### src/rtl/lcd_pkg.sv
// Shared constants, command decode and FSM encoding for the HD44780-style LCD responder.
package lcd_pkg;

    localparam int         DDRAM_DEPTH = 32;
    localparam int         AC_W        = 5;
    localparam logic [7:0] SPACE_CHAR  = 8'h20;

    // Instruction opcodes are identified by their highest set bit.
    localparam logic [7:0] CMD_CLEAR = 8'h01;
    localparam logic [7:0] CMD_HOME  = 8'h02;
    localparam logic [7:0] CMD_ENTRY = 8'h04;
    localparam logic [7:0] CMD_DISP  = 8'h08;
    localparam logic [7:0] CMD_SHIFT = 8'h10;
    localparam logic [7:0] CMD_FUNC  = 8'h20;
    localparam logic [7:0] CMD_CGRAM = 8'h40;
    localparam logic [7:0] CMD_DDRAM = 8'h80;

    typedef enum logic [1:0] {
        ST_IDLE  = 2'd0,
        ST_BUSY  = 2'd1,
        ST_CLEAR = 2'd2
    } state_t;

    typedef enum logic [3:0] {
        OP_NOP,
        OP_CLEAR,
        OP_HOME,
        OP_ENTRY,
        OP_DISP,
        OP_SHIFT,
        OP_FUNC,
        OP_CGRAM,
        OP_DDRAM
    } op_t;

    function automatic op_t decode_cmd(input logic [7:0] d);
        op_t op;
        if      (|(d & CMD_DDRAM)) op = OP_DDRAM;
        else if (|(d & CMD_CGRAM)) op = OP_CGRAM;
        else if (|(d & CMD_FUNC))  op = OP_FUNC;
        else if (|(d & CMD_SHIFT)) op = OP_SHIFT;
        else if (|(d & CMD_DISP))  op = OP_DISP;
        else if (|(d & CMD_ENTRY)) op = OP_ENTRY;
        else if (|(d & CMD_HOME))  op = OP_HOME;
        else if (|(d & CMD_CLEAR)) op = OP_CLEAR;
        else                       op = OP_NOP;
        return op;
    endfunction

    // Address counter wraps modulo the DDRAM size, so line 0 col 15 steps into line 1 col 0.
    function automatic logic [AC_W-1:0] ac_step(input logic [AC_W-1:0] ac, input logic inc);
        return inc ? ac + AC_W'(1) : ac - AC_W'(1);
    endfunction

endpackage

### src/rtl/lcd_responder_if.sv
// HD44780-style parallel bus between lcd_driver (master) and lcd_responder (slave).
interface lcd_responder_if;

    logic       lcd_rs;
    logic       lcd_rw;
    logic       lcd_e;
    logic [7:0] lcd_data;
    logic [7:0] lcd_dout;
    logic       lcd_doe;

    modport master (
        output lcd_rs, lcd_rw, lcd_e, lcd_data,
        input  lcd_dout, lcd_doe
    );

    modport slave (
        input  lcd_rs, lcd_rw, lcd_e, lcd_data,
        output lcd_dout, lcd_doe
    );

endinterface

### src/rtl/lcd_bus_sync.sv
// Two-flop synchronizer for the asynchronous LCD bus plus falling-edge-of-E transaction detector.
module lcd_bus_sync (
    input  logic       clk,
    input  logic       rst,
    input  logic       e_in,
    input  logic       rs_in,
    input  logic       rw_in,
    input  logic [7:0] data_in,
    output logic       e_sync,
    output logic       rs_sync,
    output logic       rw_sync,
    output logic       txn,
    output logic       txn_rs,
    output logic       txn_rw,
    output logic [7:0] txn_data
);

    logic [10:0] meta;
    logic [10:0] sync;
    logic [9:0]  held;
    logic        e_prev;

    always_ff @(posedge clk or negedge rst) begin
        if (!rst) begin
            meta   <= '0;
            sync   <= '0;
            held   <= '0;
            e_prev <= 1'b0;
        end else begin
            // NOTE: non-blocking assignments keep meta and sync as two distinct flop stages.
            meta   <= {e_in, rs_in, rw_in, data_in};
            sync   <= meta;
            e_prev <= sync[10];
            // Bus fields are captured on every cycle E is high, so the last such cycle wins.
            if (sync[10]) held <= sync[9:0];
        end
    end

    assign e_sync  = sync[10];
    assign rs_sync = sync[9];
    assign rw_sync = sync[8];

    // e_prev resets low, so a transaction needs E seen high for a cycle after reset.
    assign txn = e_prev & ~sync[10];
    assign {txn_rs, txn_rw, txn_data} = held;

endmodule

### src/rtl/lcd_responder.sv
// HD44780-style LCD responder: decodes bus transactions into a 2x16 DDRAM and display state.
module lcd_responder
    import lcd_pkg::*;
#(
    parameter int BUSY_CYCLES  = 40,
    parameter int CLEAR_CYCLES = 64   // must exceed the 32-cycle fill, i.e. >= 33
) (
    input  logic            clk,
    input  logic            rst,
    lcd_responder_if.slave  bus,
    input  logic [4:0]      disp_addr,
    output logic [7:0]      disp_char,
    output logic            busy,
    output logic            disp_on,
    output logic            cursor_on,
    output logic            blink_on,
    output logic            two_line,
    output logic            overrun,
    output logic            addr_err,
    output logic [4:0]      cursor_addr
);

    localparam int CNT_MAX = (BUSY_CYCLES > CLEAR_CYCLES) ? BUSY_CYCLES : CLEAR_CYCLES;
    localparam int CNT_W   = $clog2(CNT_MAX + 1);

    logic            e_sync, rs_sync, rw_sync;
    logic            txn, txn_rs, txn_rw;
    logic [7:0]      txn_data;

    state_t          state, state_nxt;
    logic [CNT_W-1:0] cnt;
    logic [7:0]      ddram [DDRAM_DEPTH];
    logic [AC_W-1:0] ac;
    logic            id;

    op_t             op;
    logic            wr_txn, wr_accept, wr_drop, rd_data_txn;
    logic            we;
    logic [AC_W-1:0] waddr;
    logic [7:0]      wdata;
    logic            doe;

    lcd_bus_sync u_sync (
        .clk      (clk),
        .rst      (rst),
        .e_in     (bus.lcd_e),
        .rs_in    (bus.lcd_rs),
        .rw_in    (bus.lcd_rw),
        .data_in  (bus.lcd_data),
        .e_sync   (e_sync),
        .rs_sync  (rs_sync),
        .rw_sync  (rw_sync),
        .txn      (txn),
        .txn_rs   (txn_rs),
        .txn_rw   (txn_rw),
        .txn_data (txn_data)
    );

    assign op          = decode_cmd(txn_data);
    assign wr_txn      = txn & ~txn_rw;
    assign rd_data_txn = txn & txn_rw & txn_rs;
    assign wr_drop     = wr_txn & (state != ST_IDLE);
    assign busy        = (state != ST_IDLE);
    assign cursor_addr = ac;

    always_ff @(posedge clk or negedge rst) begin
        if (!rst) state <= ST_IDLE;
        else      state <= state_nxt;
    end

    always_comb begin
        // NOTE: defaults first, so no branch leaves an output unassigned and infers a latch.
        state_nxt = state;
        wr_accept = 1'b0;
        unique case (state)
            ST_IDLE: begin
                if (wr_txn) begin
                    wr_accept = 1'b1;
                    state_nxt = (!txn_rs && op == OP_CLEAR) ? ST_CLEAR : ST_BUSY;
                end
            end
            ST_BUSY:  if (cnt == CNT_W'(BUSY_CYCLES - 1))  state_nxt = ST_IDLE;
            ST_CLEAR: if (cnt == CNT_W'(CLEAR_CYCLES - 1)) state_nxt = ST_IDLE;
            default:  state_nxt = ST_IDLE;
        endcase
    end

    // cnt is the index of the current busy cycle, starting at 0 on the first busy cycle.
    always_ff @(posedge clk or negedge rst) begin
        if (!rst)           cnt <= '0;
        else if (wr_accept) cnt <= '0;
        else if (busy)      cnt <= cnt + CNT_W'(1);
    end

    // Single DDRAM write port: the clear fill and host data writes never overlap.
    always_comb begin
        we    = 1'b0;
        waddr = ac;
        wdata = txn_data;
        if (state == ST_CLEAR && cnt < CNT_W'(DDRAM_DEPTH)) begin
            we    = 1'b1;
            waddr = cnt[AC_W-1:0];
            wdata = SPACE_CHAR;
        end else if (wr_accept && txn_rs) begin
            we    = 1'b1;
        end
    end

    always_ff @(posedge clk or negedge rst) begin
        if (!rst) begin
            // NOTE: DDRAM is a flop array rather than a RAM macro because reset must refill it at once.
            for (int i = 0; i < DDRAM_DEPTH; i++) ddram[i] <= SPACE_CHAR;
            disp_char <= SPACE_CHAR;
        end else begin
            if (we) ddram[waddr] <= wdata;
            disp_char <= (we && waddr == disp_addr) ? wdata : ddram[disp_addr];
        end
    end

    always_ff @(posedge clk or negedge rst) begin
        if (!rst) begin
            ac        <= '0;
            id        <= 1'b1;
            disp_on   <= 1'b0;
            cursor_on <= 1'b0;
            blink_on  <= 1'b0;
            two_line  <= 1'b0;
            overrun   <= 1'b0;
            addr_err  <= 1'b0;
        end else begin
            if (wr_drop) overrun <= 1'b1;

            if (wr_accept && txn_rs) begin
                ac <= ac_step(ac, id);
            end else if (wr_accept) begin
                unique case (op)
                    OP_CLEAR: begin
                        ac <= '0;
                        id <= 1'b1;
                    end
                    OP_HOME:  ac <= '0;
                    OP_ENTRY: id <= txn_data[1];
                    OP_DISP: begin
                        disp_on   <= txn_data[2];
                        cursor_on <= txn_data[1];
                        blink_on  <= txn_data[0];
                    end
                    OP_SHIFT: if (!txn_data[3]) ac <= ac_step(ac, txn_data[2]);
                    OP_FUNC:  two_line <= txn_data[3];
                    OP_DDRAM: begin
                        if (txn_data[5:4] == 2'b00) ac <= {txn_data[6], txn_data[3:0]};
                        else                        addr_err <= 1'b1;
                    end
                    default: ;  // NOP and CGRAM address: accepted, only the busy time applies
                endcase
            end else if (rd_data_txn) begin
                ac <= ac_step(ac, id);
            end
        end
    end

    // Read-back follows the synchronized bus for as long as E stays high.
    assign doe          = e_sync & rw_sync;
    assign bus.lcd_doe  = doe;
    assign bus.lcd_dout = !doe    ? 8'h00 :
                          rs_sync ? ddram[ac] :
                                    {busy, ac[4], 2'b00, ac[3:0]};

endmodule

### src/flat_wrapper.sv
// flat-port wrapper written by rule: the top's interface ports become plain ports
module lcd_responder_flat import lcd_pkg::*;
#(
    parameter int BUSY_CYCLES  = 40,
    parameter int CLEAR_CYCLES = 64                                               
)
  (clk, rst, disp_addr, disp_char, busy, disp_on, cursor_on, blink_on, two_line, overrun, addr_err, cursor_addr, bus_lcd_rs, bus_lcd_rw, bus_lcd_e, bus_lcd_data, bus_lcd_dout, bus_lcd_doe);
  lcd_responder_if bus_i ();
  input  logic clk;
  input  logic rst;
  input  logic [4:0] disp_addr;
  output logic [7:0] disp_char;
  output logic busy;
  output logic disp_on;
  output logic cursor_on;
  output logic blink_on;
  output logic two_line;
  output logic overrun;
  output logic addr_err;
  output logic [4:0] cursor_addr;
  input wire logic [$bits(bus_i.lcd_rs)-1:0] bus_lcd_rs;
  input wire logic [$bits(bus_i.lcd_rw)-1:0] bus_lcd_rw;
  input wire logic [$bits(bus_i.lcd_e)-1:0] bus_lcd_e;
  input wire logic [$bits(bus_i.lcd_data)-1:0] bus_lcd_data;
  output wire logic [$bits(bus_i.lcd_dout)-1:0] bus_lcd_dout;
  output wire logic [$bits(bus_i.lcd_doe)-1:0] bus_lcd_doe;
  assign bus_i.lcd_rs = bus_lcd_rs;
  assign bus_i.lcd_rw = bus_lcd_rw;
  assign bus_i.lcd_e = bus_lcd_e;
  assign bus_i.lcd_data = bus_lcd_data;
  assign bus_lcd_dout = bus_i.lcd_dout;
  assign bus_lcd_doe = bus_i.lcd_doe;
  lcd_responder #(.BUSY_CYCLES(BUSY_CYCLES), .CLEAR_CYCLES(CLEAR_CYCLES)) u_core (.clk(clk), .rst(rst), .bus(bus_i), .disp_addr(disp_addr), .disp_char(disp_char), .busy(busy), .disp_on(disp_on), .cursor_on(cursor_on), .blink_on(blink_on), .two_line(two_line), .overrun(overrun), .addr_err(addr_err), .cursor_addr(cursor_addr));
endmodule
### config.mk
export PLATFORM = sky130hd
export DESIGN_NAME = lcd_responder_flat
export DESIGN_NICKNAME = d
export VERILOG_FILES = /design/src/rtl/lcd_pkg.sv /design/src/rtl/lcd_responder_if.sv /design/src/rtl/lcd_bus_sync.sv /design/src/rtl/lcd_responder.sv /design/src/flat_wrapper.sv
export SDC_FILE = /design/constraint.sdc
export NUM_CORES = 1
export LEC_CHECK = 0
export CELL_PAD_IN_SITES_DETAIL_PLACEMENT = 0
export CELL_PAD_IN_SITES_GLOBAL_PLACEMENT = 1
export CORE_ASPECT_RATIO = 0.8
export CORE_MARGIN = 10
export CORE_UTILIZATION = 55
export DETAILED_ROUTE_END_ITERATION = 12
export PLACE_DENSITY = 0.81
export SYNTH_ARGS = -nofsm -noshare
export SYNTH_HDL_FRONTEND = slang
export SYNTH_SLANG_ARGS = --single-unit
export TNS_END_PERCENT = 50
### constraint.sdc
create_clock -name clk -period 4.4 [get_ports clk]
set_input_delay 1.1 -clock clk [delete_from_list [all_inputs] [get_ports clk]]
set_output_delay 1.1 -clock clk [all_outputs]
set_load 0.005 [all_outputs]
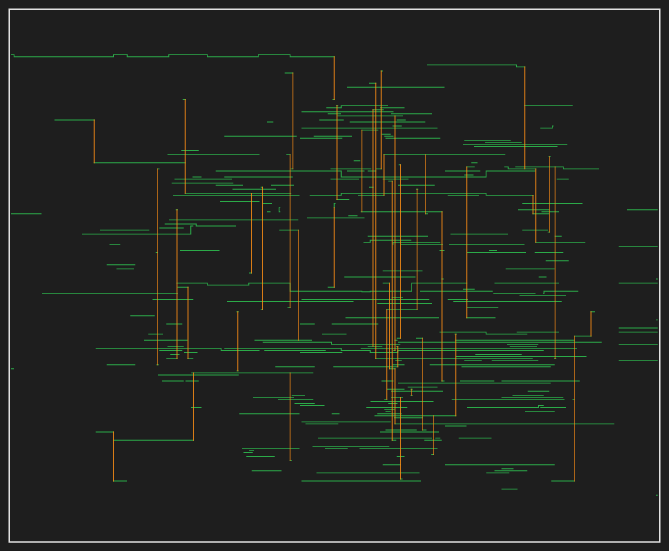
Fig. 1. Metal layers overlaid.
(3 px per µm) Two of the layers only.
- green: met3 (wire length 4090 µm)
- orange: met4 (wire length 1560 µm)
DR WL/cell: 28.3 µm
routed wire length: 47700 µm
GRT Util Overall: 25.2%
via count: 11413

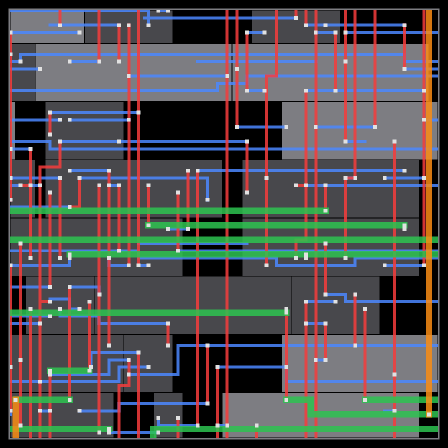
Fig. 2. Close-up of the layout.
Window x 152 to 172, y 123 to 143 µm. Cells in grey, sequential cells in the stronger grey; small squares are vias.
- orange: met4
- red: met2
- green: met3
- blue: met1
- most frequent: mux4_2 (6), dfrtp_1 (5), mux2_2 (3)
- netlist names of flops here include: `u_core.ddram` (5)
- sequential cells in the window: 5
- cells with their middle in the window: 19

==> impl_metrics.ini <==
; yosys + openroad results
[hold_path]
min_from = u_core.u_sync.meta[4]$_DFF_PN0_

[clocking]
cts_made_buffers = 35
ctsLongestPathBuffers = 3
cts_tree = done
cts-root-buf = clkbuf_16

[final_timing]
timing.fmax_ghz = 0.232
finalWorstSetupSlack_ns = 0.0821
tns_ns = 0
fin_crit_sh_pct = 98.1
grt_setup_unrepaired = no

[synth]
postSynthCellCount = 1212
yosys_warnings = 0
synth_nets = 1233
yosysCellCount = 1212
synth_area_per_cell_um2 = 14.0
syn_area_mm2 = 0.0170

[placement]
dpl.hpwl_um = 31400
dp.cells = 1623
placed_cell_area_mm2 = 0.0180
dp_slack_ns = 0.449

[drt]
dr.max_layer_used = met4
wl_met3_um = 4090
via_per_inst = 6.76
dr.pass1.iters = 7
wl_met2_um = 20900

[layout]
synthToLayoutAreaGrowth_pct = 13.2
drive_gt1_share_pct = 45.9
layout.nets = 1272

[die]
fp-utilization_pct = 55.8
die_area_mm2 = 0.0383
fp.dieH_um = 177
num_rows = 57

[power]
cellPowerDensity_mw_per_mm2 = 438

[critical_path]
cp-end-kind = output pin
startpoint_type = register
worstSetupPathType = reg2out
path_max_fanout = 21

[grt]
grt_pass1_wl_um = 73600
grt_overflow_total = 0

[outcome]
status = completed
## through the flow
stage / hold slack (ns) / util, % / power [mW]
finish: 0.341 / 63.2 / 8.41
global route: 0.350 / 63.2 / 8.75
CTS: 0.345 / 63.1 / 8.40
detailed placement: 0.335 / 59.1 / 5.34
global placement: 0.332 / 59.1 / 5.31
floorplan: 0.331 / - / 4.61
## layout make-up
class	count	area (µm²)
fill	2332	11200
multi-input combinational	785	8510
sequential	318	8010
clock buffer	49	1020
timing repair buffer	96	932
tap	413	517
clock inverter	12	148
inverter	15	56.3
## report_power, final
group / switching [mW] / leakage [nW] / internal [mW]
combinational: 1.16 / 3.73 / 0.876
sequential: 0.277 / 4.20 / 3.07
clock: 1.23 / 0.579 / 1.80
total: 2.67 / 8.51 / 5.74
## worst paths after layout
check	to	slack, ns	cells past startpoint
max in group asynchronous	u_core.ddram[253]$_DFFE_PN1P_	2.96	2
hold reg to reg	u_core.u_sync.sync[4]$_DFF_PN0_	0.34	0
setup reg to reg	u_core.ddram[119]$_DFFE_PN0P_	1.01	5
min in group asynchronous	u_core.cnt[2]$_DFFE_PN0P_	0.52	1
setup / recovery	bus_lcd_dout[5]	0.08	5
hold / removal	u_core.u_sync.sync[4]$_DFF_PN0_	0.34	0
## cell usage after synthesis, drive strengths merged, types with 11 or more instances
library cell | count | share of area, %
dfrtp | 284 | 42
dfstp | 34 | 5.3
mux2i | 36 | 2.1
a21oi | 14 | 0.41
nand2 | 66 | 1.6
inv | 15 | 0.33
a221oi | 11 | 0.57
nand2b | 13 | 0.48
o21ai | 25 | 0.74
mux4 | 127 | 17
buf | 38 | 1.2
nor2 | 45 | 1.2
nand4 | 11 | 0.41
nand3 | 27 | 0.80
clkbuf | 56 | 1.2
nor2b | 14 | 0.52
mux2 | 279 | 19
## routing by layer
layer  GRT usage (%)  vias up
li1                -     4711
met1            37.4     6081
met2            36.1      514
met3            5.19      107
met4            8.75        0
met5               0        -
## sequential cells by signal, indices dropped and copies added (netlist names)
signal / flops
u_core.state: 2
u_core.u_sync.meta: 11
u_core.cursor_addr: 5
u_core.u_sync.held: 10
u_core.disp_on: 1
u_core.two_line: 1
u_core.blink_on: 1
u_core.cursor_on: 1
u_core.u_sync.e_prev: 1
u_core.disp_char: 8
u_core.ddram: 256
u_core.addr_err: 1
u_core.cnt: 7
u_core.u_sync.sync: 11
u_core.id: 1
u_core.overrun: 1
## logic make-up after synthesis
logic type / Yosys count / synth area share, %
AND-OR/OR-AND: 111 / 4.88
AND/OR/NAND/NOR: 223 / 7.16
XOR/XNOR: 6 / 0.310
buffers and inverters: 109 / 2.74
adder cells (fa/ha/maj): 3 / 0.221
flip-flops: 318 / 47.2
multiplexers: 442 / 37.5
## worst max-delay path, delay by kind of cell, from the launching register on
kind,cells,cell delay (ns)
compound gates,1,0.25
flops,1,0.70
mux,2,0.89
buf+inv,2,0.84
## what timing repair did
item / in CTS / in global routing
endpoints found under the setup margin: 5 / 7
gates resized: 3 / 0
buffers inserted: 1 / 3
Power figures rest on the tool's default switching activity, not on a simulated workload.
